===== config.mk =====
export PLATFORM = sky130hd
export DESIGN_NAME = tx_lmfc
export DESIGN_NICKNAME = d
export VERILOG_FILES = /design/src/rtl/jesd204_tx_pkg.sv /design/src/rtl/tx_lmfc.sv
export SDC_FILE = /design/constraint.sdc
export NUM_CORES = 1
export LEC_CHECK = 0
export CAP_MARGIN = 40
export CORE_ASPECT_RATIO = 2
export CORE_MARGIN = 2
export CORE_UTILIZATION = 29
export CTS_CLUSTER_DIAMETER = 120
export CTS_CLUSTER_SIZE = 30
export DETAILED_ROUTE_END_ITERATION = 10
export GPL_TIMING_DRIVEN = 1
export MAX_ROUTING_LAYER = met4
export PLACE_DENSITY = 0.49
export SETUP_SLACK_MARGIN = 0.5
export SYNTH_ARGS = -nofsm -noshare
export SYNTH_HDL_FRONTEND = slang
export SYNTH_SLANG_ARGS = --single-unit

===== constraint.sdc =====
create_clock -name CLK -period 15.5 [get_ports CLK]
set_input_delay 2.325 -clock CLK [delete_from_list [all_inputs] [get_ports CLK]]
set_output_delay 2.325 -clock CLK [all_outputs]
set_load 0.01 [all_outputs]

===== src/rtl/jesd204_tx_pkg.sv =====
`default_nettype none
// +----------------------------------------------------------------------+
// | jesd204_tx_pkg : shared types/constants for the JESD204 TX LMFC path |
// | rev 1.0                                                              |
// +----------------------------------------------------------------------+
package jesd204_tx_pkg;

  localparam int         OCT_PER_WORD = 4;
  localparam int         LMFC_CNT_W   = 11;
  localparam logic [3:0] MS_MASK      = 4'b0001;
  localparam logic [3:0] ME_MASK      = 4'b1000;

  typedef enum logic [2:0] {
    IDLE    = 3'b001,
    WAIT_SR = 3'b010,
    RUN     = 3'b100
  } lmfc_sm_t;

endpackage
`default_nettype wire


===== src/rtl/tx_lmfc.sv =====
`default_nettype none
// +----------------------------------------------------------------------+
// | tx_lmfc : LMFC generator, per-octet multiframe start/end markers     |
// | rev 1.0                                                              |
// +----------------------------------------------------------------------+
module tx_lmfc
  import jesd204_tx_pkg::*;
#(
  parameter int OCTETS = OCT_PER_WORD,
  parameter int CNT_W  = LMFC_CNT_W
) (
  input  logic              CLK,
  input  logic              RST,
  input  logic              LMFC_EN,
  input  logic [2:0]        SUBCLASSV,
  input  logic [7:0]        CFG_F,
  input  logic [4:0]        CFG_K,
  input  logic              SYSREF,
  input  logic              SYSREF_REALIGN,
  output logic [OCTETS-1:0] LMFC_MS,
  output logic [OCTETS-1:0] LMFC_ME,
  output logic              LMFC_SYNCED,
  output logic              SYSREF_ERR,
  output logic              CFG_ERR
);

  lmfc_sm_t          state_q, state_d;
  logic [CNT_W-1:0]  cnt_q, cnt_d;
  logic [CNT_W-1:0]  last_q;
  logic              sr_q, sr_qq;
  logic [OCTETS-1:0] ms_q, me_q;
  logic              synced_q, sref_err_q, cfg_err_q;

  // 14 bits so that F*K = 8192 still yields last_word = 2047
  logic [13:0]       w_mf_oct;
  logic [CNT_W-1:0]  w_last_word;
  logic              w_cfg_bad;
  logic              w_sr_edge;
  logic              w_at_last;
  logic [CNT_W-1:0]  w_cnt_inc;
  logic              w_hold_run;

  assign w_mf_oct    = ({6'd0, CFG_F} + 14'd1) * ({9'd0, CFG_K} + 14'd1);
  assign w_last_word = w_mf_oct[CNT_W+1:2] - CNT_W'(1);
  assign w_cfg_bad   = |w_mf_oct[1:0];
  assign w_sr_edge   = sr_q & ~sr_qq;
  assign w_at_last   = (cnt_q == last_q);
  assign w_cnt_inc   = w_at_last ? '0 : cnt_q + CNT_W'(1);
  assign w_hold_run  = (state_q == RUN) && (state_d == RUN);

  always_comb begin
    state_d = state_q;
    cnt_d   = cnt_q;
    unique case (state_q)
      IDLE: begin
        cnt_d = '0;
        // Both the live and the registered error block exit, so a bad
        // multiframe length can never be latched
        if (LMFC_EN && !w_cfg_bad && !cfg_err_q)
          state_d = (SUBCLASSV == 3'b000) ? RUN : WAIT_SR;
      end
      WAIT_SR: begin
        if (!LMFC_EN) begin
          state_d = IDLE;
          cnt_d   = '0;
        end else if (w_sr_edge) begin
          state_d = RUN;
          cnt_d   = '0;
        end else begin
          cnt_d   = w_cnt_inc;
        end
      end
      RUN: begin
        if (!LMFC_EN) begin
          state_d = IDLE;
          cnt_d   = '0;
        end else if (w_sr_edge && !w_at_last && SYSREF_REALIGN) begin
          cnt_d   = '0;
        end else begin
          cnt_d   = w_cnt_inc;
        end
      end
      default: begin
        state_d = IDLE;
        cnt_d   = '0;
      end
    endcase
  end

  always_ff @(posedge CLK) begin
    if (RST) begin
      state_q    <= IDLE;
      cnt_q      <= '0;
      last_q     <= '0;
      sr_q       <= 1'b0;
      sr_qq      <= 1'b0;
      ms_q       <= '0;
      me_q       <= '0;
      synced_q   <= 1'b0;
      sref_err_q <= 1'b0;
      cfg_err_q  <= 1'b0;
    end else begin
      state_q    <= state_d;
      cnt_q      <= cnt_d;
      sr_q       <= SYSREF;
      sr_qq      <= sr_q;
      cfg_err_q  <= w_cfg_bad;
      if (state_q == IDLE)
        last_q <= w_last_word;
      // Outputs are qualified with the next state so they clear the
      // same cycle the FSM leaves RUN
      synced_q   <= w_hold_run;
      ms_q       <= (w_hold_run && (cnt_q == '0)) ? MS_MASK : '0;
      me_q       <= (w_hold_run && w_at_last)     ? ME_MASK : '0;
      sref_err_q <= w_hold_run && w_sr_edge && !w_at_last;
    end
  end

  assign LMFC_MS     = ms_q;
  assign LMFC_ME     = me_q;
  assign LMFC_SYNCED = synced_q;
  assign SYSREF_ERR  = sref_err_q;
  assign CFG_ERR     = cfg_err_q;

endmodule
`default_nettype wire


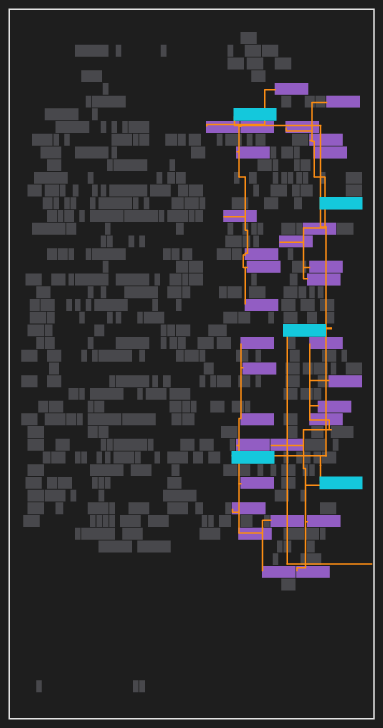
*Clock distribution, run 1*
[cyan] cells driving clock nets | count: 5
[orange] clock wires | length: 479 um
[purple] flip-flops | count: 32
routed clock nets: 6

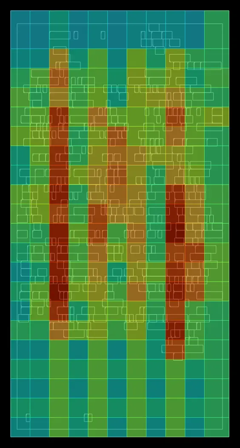
*Track usage over the die, run 1*
Final Util: 35.0%
routed len/inst: 12.9 um

==> out/results.ini, run 1 <==
[outcome]
outcome = completed

[place]
place_area_um2 = 3540
portBuffers = 25
hpwl_mm = 6.06
dp_slack_ps = 7550
globalplace.congestion = 0.864

[worst_setup_path]
path_class = input pin to flip-flop
startpoint_type = input pin
crit_start = CFG_K[0]
r2r_setup_slack_ps = 13800
critical_path_required_ps = 15670
crit_arrival_ps = 7810
critPathMaxFanout = 11
reg2regPathDepth = 5
crit_path_end_kind = flip-flop

[min_path]
min_path_type = flip-flop to flip-flop
min_path_cells = 1
min-delay-start = sr_q
hold_end = sr_qq

[layout]
clock_area_share_pct = 3.97
lay_top_cells = nor2_1, inv_1, dfxtp_1
comb_area_share_pct = 62.3
buffer_area_share_pct = 6.99
logic_gate_count = 293
final-comb-area_um2 = 2300
mostFrequentLayoutCell = nor2_1
drive_gt1_share_pct = 5.19
final_cells = 542
nNonClkInverters = 46
finish.instance_area_um2 = 3690
nets = 476
n_all_buffers = 26
fill_cells = 1136
design.seq.count = 32

[synth]
ys_cells = 378
ff_type = dfxtp_1
syn_avg_cell_area_um2 = 8.35
yosysWarningCount = 0
async_reset_ff_share_pct = 0
ys_area_um2 = 3160
syn-cell-area_um2 = 3160

[floorplan]
fp_util_pct = 29.9
design.core.area_um2 = 10500
core.rowCount = 53
die_area_um2 = 11800
fp.dieH_um = 152
design.portCount = 32
taps = 137

[timing]
finalClockSkew_ps = 4.32
tightest_slew_ps = 819
hold_viol = 0
whs_ps = 450
fin_crit_sh_pct = 49.3
period_needed_ps = 7640
max-slew-margin-rel_pct = 45.0
max_freq_mhz = 131
fin_ws_ps = 7860
finalMaxSlewViolations = 0
rsz0062_at_grt = no

[job]
maxCapViolCount = 0

[cts]
cts_buffer_depth = 2
cts_resized = 0
worstSkewPairLatency_ps = 280
hold_buffers = 0
cts_made_buffers = 5
clock-root-buffer = clkbuf_16
clkTransAtPathRegs_ps = 50
cts_sinks = 32
htreeDepth = 2
post_cts_buffers = 0

[power_and_ir_drop]
vdd_drop_max_uv = 63.3
power_density_nw_per_um2 = 125
p_leak_nw = 1.65
finalPower_mw = 0.459

[routing]
firstDrtPassIters = 4
drtIter0Drc = 76
vias = 2477

[grt]
grt_pass1_vias = 2551
antenna_found_initial = 0
grt.overflow.total = 0
grt_usage_pct = 13.2

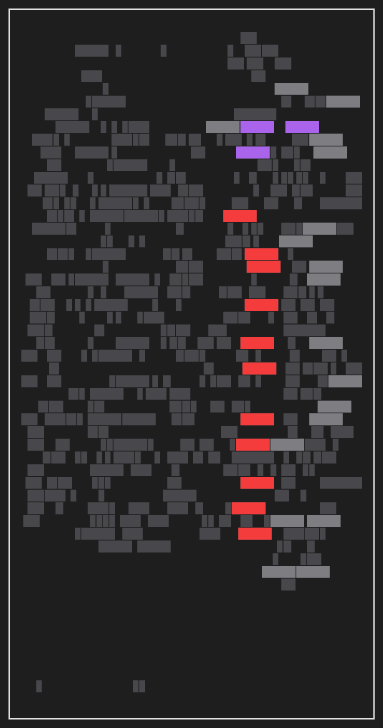
*Register map, names as in the netlist, run 1*
Other sequential cells in the stronger grey, the rest of the logic in the fainter grey.
| colour | name in the netlist | sequential cells |
|---|---|---|
| red | `last_q` | 11 |
| purple | `state_q` | 3 |
Flop area: 641 um^2
sequential portion of the cell area: 17.4%
seq pwr: 0.102 mW

[run 1: sequential cells by signal (all words and copies together), names as in the netlist]
signal and count:
cnt_q 11, last_q 11, state_q 3, CFG_ERR 1, LMFC_ME 1, LMFC_MS 1
LMFC_SYNCED 1, SYSREF_ERR 1, sr_q 1, sr_qq 1
[run 1: cells in the mapped netlist, drive strengths merged, types with 6 or more instances]
library cell  number  share of area, %
or2               12               2.5
fa                28                18
and3               8               1.6
nand3             13               2.1
nor4               6               1.2
xnor2             24               6.7
xor2              20               5.6
a211oi             8               2.1
clkbuf             6              0.71
a21oi              6              0.95
nor2b              6               1.2
nor2              72               8.6
o21ai              9               1.4
nor3               7               1.1
dfxtp             32                20
inv               46               5.5
nand2             14               1.7
ha                23               9.1
buf                6               1.4
[run 1: power by group]
part	switching (mW)	total [mW]	internal (mW)
Sequential	0.00755	0.102	0.0946
Combinational	0.145	0.260	0.115
Clock	0.0330	0.0969	0.0639
Total	0.186	0.459	0.273
[run 1: worst max-delay path, stage by stage]
cell and delay, ps:
clkdlybuf4s50_1 700, ha_1 250, nand3_1 100, xor2_1 550
nand2b_1 220, fa_1 440, fa_1 520, fa_1 540
inv_1 40, ha_1 360, a211oi_2 300, o21ai_0 160
a221o_1 390, or3b_4 400, o311a_1 300, mux2i_1 130
nand2_1 60
[run 1: layer usage]
metal  vias up  GRT usage (%)  wire (um)
li1       1270              -          -
met1      1166           11.0       2350
met2        32           27.5       4400
met3         9           1.66        128
met4         0           6.16        141
met5         -              -          0
[run 1: kinds of logic after synthesis]
family | synth area share (%)
AOI/OAI and AO/OA | 8.49
xor gates and xnor gates | 12.9
adders and majority gates | 26.9
buffers and inverters | 7.61
DFF | 20.3
muxes | 0.952
other | 0.119
and+or+nand+nor | 22.7
==> run 2, diff against run 1 <==
PLACE_DENSITY = 0.51   (was 0.49)
clock period = 6.53 ns   (was 15.5 ns; I/O delays follow)
==> run 2 against run 1 <==
Net effect: clock power is 140% higher; clock-buffer cell count stayed put; global-route usage is 0.37 points higher; synthesized cell count stayed put; critical path depth stayed put; first-iteration DRC count is 33% lower; die area stayed put; cell count is 0.74% higher; sequential share of layout area is 0.74 points lower; sequential cell count stayed put; wire length is 3.1% higher; largest cell class unchanged; largest power group unchanged.
==> out/results.ini, run 2 <==
[outcome]
outcome = completed

[layout]
finish.instance_area_um2 = 3850  ; +4.5%
mostFrequentLayoutCell = nor2_1
top_regs = cnt_q: 11 flops, last_q: 11 flops, state_q: 3 flops
nets = 480  ; +0.84%
final_cells = 546  ; +0.74%
lay_top_cells = nor2_1, inv_1, dfxtp_1

[worst_setup_path]
critPathMaxFanout = 8  ; -3
path_class = input pin to flip-flop
crit_arrival_ps = 6000  ; -1810 ps
startpoint_type = input pin
critical_path_required_ps = 6690  ; -8980 ps
crit_path_end_kind = flip-flop

[synth]
synth.most_common_cell = nor2_1
ys_types = 47
top_area_share_pct = 20.3  ; unchanged
async_reset_ff_share_pct = 0  ; unchanged
syn_avg_cell_area_um2 = 8.35  ; unchanged
syn-cell-area_um2 = 3160  ; unchanged
yosysWarningCount = 0  ; unchanged
ys_cells = 378  ; unchanged
synthCells = 378
yosys-top-cells-count = nor2_1, inv_1, dfxtp_1
top_area_cell = dfxtp_1
ys_area_um2 = 3160  ; unchanged
ff_type = dfxtp_1
topCellsByArea = dfxtp_1, fa_1, ha_1

[grt]
grt_pass1_wl_mm = 12.2
grt_pass1_vias = 2765  ; +8.4%
antenna_found_initial = 0  ; unchanged
grt.overflow.total = 0  ; unchanged

[routing]
drtIter0Drc = 51  ; -33%
vias = 2576  ; +4.0%
wl_per_cell_um = 13.2  ; +2.3%
post-route-drc-count = 0

[floorplan]
die_area_um2 = 11800  ; unchanged
core.rowCount = 53  ; unchanged
fp_util_pct = 29.9  ; unchanged
fp.dieH_um = 152  ; unchanged
design.core.area_um2 = 10500  ; unchanged
design.portCount = 32  ; unchanged

[timing]
period_needed_ps = 5840
finalMaxSlewViolations = 0  ; unchanged
tightest_slew_ps = 687  ; -132 ps
finalClockSkew_ps = 5.97  ; +1.65 ps
max_freq_mhz = 171
rsz0062_at_grt = no
hold_viol = 0  ; unchanged
fin_crit_sh_pct = 89.4
max-slew-margin-rel_pct = 53.9  ; +8.9 points

[cts]
hold_buffers = 0  ; unchanged
clock-root-buffer = clkbuf_16
clkTransAtPathRegs_ps = 50  ; about the same
post_cts_buffers = 0  ; unchanged
cts_sinks = 32  ; unchanged
cts_made_buffers = 5  ; unchanged
cts_buffer_depth = 2  ; unchanged
htreeDepth = 2  ; unchanged

[place]
globalplace.congestion = 0.901  ; +4.3%
place_area_um2 = 3560  ; +0.64%
hpwl_mm = 6.01  ; -0.70%
portBuffers = 25  ; unchanged
dp_slack_ps = 28.1  ; -7520 ps

[power_and_ir_drop]
vdd_drop_max_uv = 178  ; +180%
p_leak_nw = 1.70  ; +3.1%
finalPower_mw = 1.14  ; +150%
power_density_nw_per_um2 = 297  ; +140%

[job]
maxCapViolCount = 0  ; unchanged

[min_path]
min_path_type = flip-flop to flip-flop

run 2: cell counts after synthesis:
No cell type changed its count.
run 2: per-layer routing:
metal  track usage (%)  share of wire [%]
met5                 -                  0
met4              8.30                5.1
met3              1.84                2.7
met2              27.2                 59
met1              11.3                 33
run 2: logic make-up after synthesis:
| kind of cell | count (synthesis) | synth area share [%] |
|---|---|---|
| and+or+nand+nor | 150 | 22.7 |
| buffers and inverters | 58 | 7.61 |
| adders and majority gates | 51 | 26.9 |
| xor gates and xnor gates | 45 | 12.9 |
| AOI/OAI and AO/OA | 38 | 8.49 |
| DFF | 32 | 20.3 |
| muxes | 3 | 0.952 |
| other | 1 | 0.119 |
run 2: critical path: stages:
cell             delay (ps)
clkdlybuf4s50_1         440
and3_1                  210
xnor2_1                 570
nor2_1                  140
fa_1                    530
fa_1                    540
inv_1                    50
fa_1                    530
inv_1                    40
ha_1                    380
nor2b_1                 180
a221oi_2                280
o311ai_2                190
or3b_4                  450
o311a_1                 290
mux2i_1                 150
nand2_1                  60
run 2: repair_timing:
action	4_1_cts	5_1_grt
pin swaps	1	3
endpoints found under the setup margin	2	3
cloned	0	1
resized	6	16
run 2: worst paths after layout:
kind / from / to / slack (ps) / cells after the start
worst max register to register: cnt_q[3] / cnt_q[6] / 4880 / 5
worst min register to register: sr_q / sr_qq / 460 / 1
worst min-delay path: sr_q / sr_qq / 460 / 1
worst max-delay path: CFG_F[2] / last_q[10] / 690 / 17
run 2: power by group:
group | switching (mW) | internal, mW
logic | 0.371 | 0.301
registers | 0.0172 | 0.225
clock network | 0.0777 | 0.152
total | 0.466 | 0.677
run 2: layout make-up:
cell class,instances,area [um^2]
Timing Repair Buffer,29,279
Clock buffer,8,146
Inverter,46,173
Tap cell,137,171
Fill cell,1109,6690
Sequential cell,32,641
Multi-Input combinational cell,294,2440
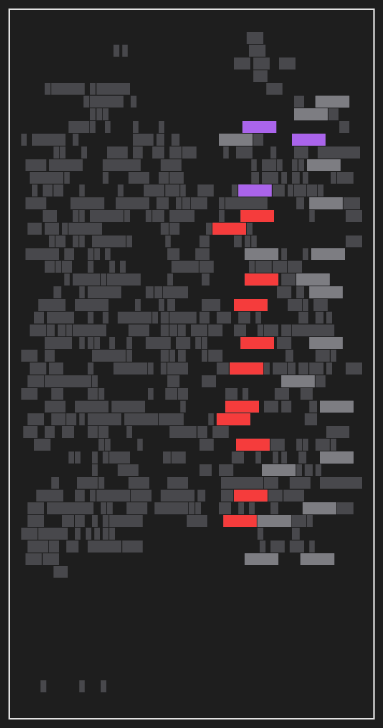
*Register map, names as in the netlist, run 2*
Other sequential cells in the stronger grey, the rest of the logic in the fainter grey.
| colour | name in the netlist | sequential cells |
|---|---|---|
| red | `last_q` | 11 |
| purple | `state_q` | 3 |
not coloured: 18

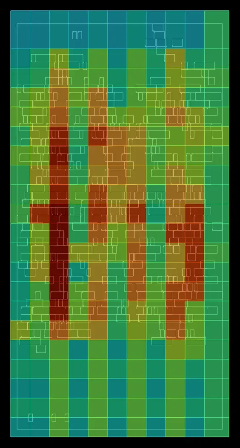
*Track usage over the die, run 2*
met3 GRT Util: 1.84%
met1 Use GR: 11.3%
Final Util: 36.5%
GRT Util Overall: 13.6%
gr busiest metal: met2

==> run 3, diff against run 2 <==
CORE_UTILIZATION = 53   (was 29)
PLACE_DENSITY = 0.81   (was 0.51)
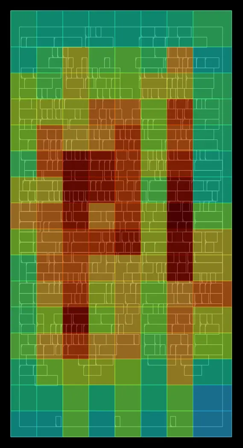
*Track usage over the die, run 3*
Final Util: 65.0%
met1 Use GR: 18.6%

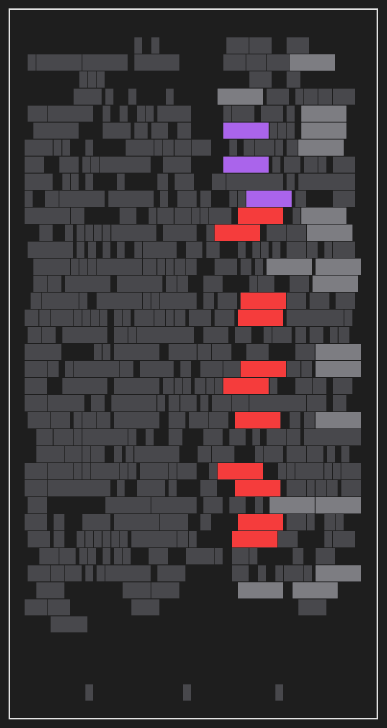
*Register map, names as in the netlist, run 3*
Other sequential cells in the stronger grey, the rest of the logic in the fainter grey.
| colour | name in the netlist | sequential cells |
|---|---|---|
| purple | `state_q` | 3 |
| red | `last_q` | 11 |
sequential portion of the cell area: 17.3%
seq pwr: 0.243 mW

==> run 3 against run 2 <==
Net effect: critical path depth up 2; worst hold slack gained 4.6 ps; setup slack better by 31 ps; cell area fell by 3.6%; critical path type unchanged; first-iteration DRC count up 140%.
==> out/results.ini, run 3 <==
[outcome]
outcome = completed

[layout]
lay_top_cells = nor2_1, inv_1, dfxtp_1
fill_cells = 456  ; -59%
top_regs = cnt_q: 11 flops, last_q: 11 flops, state_q: 3 flops
final_cells = 469  ; -14%

[routing]
wl_met2_mm = 4.13  ; -3.7%
m1WireLength_mm = 2.22  ; -6.4%
drtIter0Drc = 123  ; +140%
wl_per_cell_um = 14.7  ; +11%
vias = 2671  ; +3.7%
top_layer = met4

[grt]
grt_busiest_layer = met2
grt_pass1_vias = 2827  ; +2.2%
grt_usage_pct = 23.1  ; +9.5 points
grt_pass1_wl_mm = 11.7  ; -4.1%
antenna_found_initial = 0  ; unchanged
grt.overflow.total = 0  ; unchanged
grt_use_met2_pct = 46.7  ; +19 points

[power_and_ir_drop]
p_int_mw = 0.664  ; -1.9%
power_density_nw_per_um2 = 304  ; +2.4%
p_switching_mw = 0.464  ; -0.49%
vdd_drop_max_uv = 358  ; +100%
swShare_pct = 41.1  ; +0.35 points
comb_power_share_pct = 59.8  ; +1.0 points

[synth]
yosysWarningCount = 0  ; unchanged
fa_ha_area_share_pct = 26.9  ; unchanged
ys_types = 47  ; unchanged
top_area_share_pct = 20.3  ; unchanged
ys_area_um2 = 3160  ; unchanged
synthCells = 378  ; unchanged
synth.logic.top_family = adder cells
synth-xor-area-share_pct = 12.9  ; unchanged
ff_type = dfxtp_1
syn_avg_cell_area_um2 = 8.35  ; unchanged
topCellsByArea = dfxtp_1, fa_1, ha_1
ys_sh_mux_pct = 0.952  ; unchanged
synth-simple-area-share_pct = 22.7  ; unchanged
syn-cell-area_um2 = 3160  ; unchanged
yosys-top-cells-count = nor2_1, inv_1, dfxtp_1
compound_area_share_pct = 8.49  ; unchanged

[worst_setup_path]
crit_path_end_kind = flip-flop
worst-path-buf-inv = 3  ; unchanged
path_class = input pin to flip-flop
worst_path_most_repeated_cell = fa_1
crit_family = adder cells
critPathMaxFanout = 7  ; -1
critical_path_required_ps = 6690  ; about the same
crit_arrival_ps = 5970  ; -30 ps
critPathSlowestCell = fa_1

[timing]
finalMaxSlewViolations = 0  ; unchanged
period_needed_ps = 5810  ; -31.3 ps
tightest_slew_ps = 611  ; -76.3 ps
max_freq_mhz = 172  ; +0.54%
finalClockSkew_ps = 3.50  ; -2.47 ps
rsz0062_at_grt = no

[place]
portBuffers = 25  ; unchanged
hpwl_mm = 5.59  ; -7.0%

[cts]
htreeDepth = 2  ; unchanged
cts_made_buffers = 5  ; unchanged
cts_buffer_depth = 2  ; unchanged
clkTransAtPathRegs_ps = 50  ; about the same
clock-root-buffer = clkbuf_16
hold_buffers = 0  ; unchanged

[floorplan]
fp_util_pct = 55.3  ; +25 points
design.core.area_um2 = 5710  ; -46%
design.portCount = 32  ; unchanged
fp.dieH_um = 113  ; -25%
core.rowCount = 39  ; -26%

[job]
maxCapViolCount = 0  ; unchanged

-- run 3: worst register-to-register path, stage by stage (launching register included) --
cell,delay (ps)
dfxtp_1,450
xor2_1,120
nor4_1,300
nand3_1,200
nand3_1,370
nor2_1,120
-- run 3: metrics by stage --
step	total power [mW]	cell area, um^2	hold slack (ps)	setup slack (ps)	utilization [%]
2_1_floorplan	0.740	3170	430	919	-
3_3_place_gp	0.844	3460	442	237	60.6
3_5_place_dp	0.867	3470	453	106	60.7
4_1_cts	1.08	3620	464	599	63.3
5_1_grt	1.22	3710	482	509	65.0
6_report	1.13	3710	462	723	65.0
-- run 3: final cells by class --
| class | count | area [um^2] | area share (%) |
|---|---|---|---|
| well taps | 61 | 76.3 | 2.06 |
| clock inverters | 1 | 5.00 | 0.135 |
| inverters | 46 | 173 | 4.65 |
| multi-input cells | 293 | 2400 | 64.7 |
| clock buffers | 6 | 129 | 3.47 |
| repair buffers | 30 | 287 | 7.72 |
| flip-flops and latches | 32 | 641 | 17.3 |
-- run 3: worst paths after layout --
path	from	endpoint	slack (ps)	cells after the start
max reg2reg	cnt_q[3]	cnt_q[6]	4830	5
min reg2reg	sr_q	sr_qq	460	1
max	CFG_F[1]	last_q[10]	720	19
min	sr_q	sr_qq	460	1
-- run 3: kinds of logic after synthesis --
family,Yosys count
and+or+nand+nor,150
buffers and inverters,58
adders and majority gates,51
xor gates and xnor gates,45
AOI/OAI and AO/OA,38
DFF,32
muxes,3
other,1
-- run 3: power by group through the flow --
stage	combinational [mW]	sequential (mW)	clock, mW
after floorplan	0.497	0.243	0
after global placement	0.599	0.245	0
after detailed placement	0.621	0.247	0
after CTS	0.625	0.243	0.212
after global routing	0.751	0.247	0.224
final	0.675	0.243	0.210
Power and IR drop assume default switching activity.
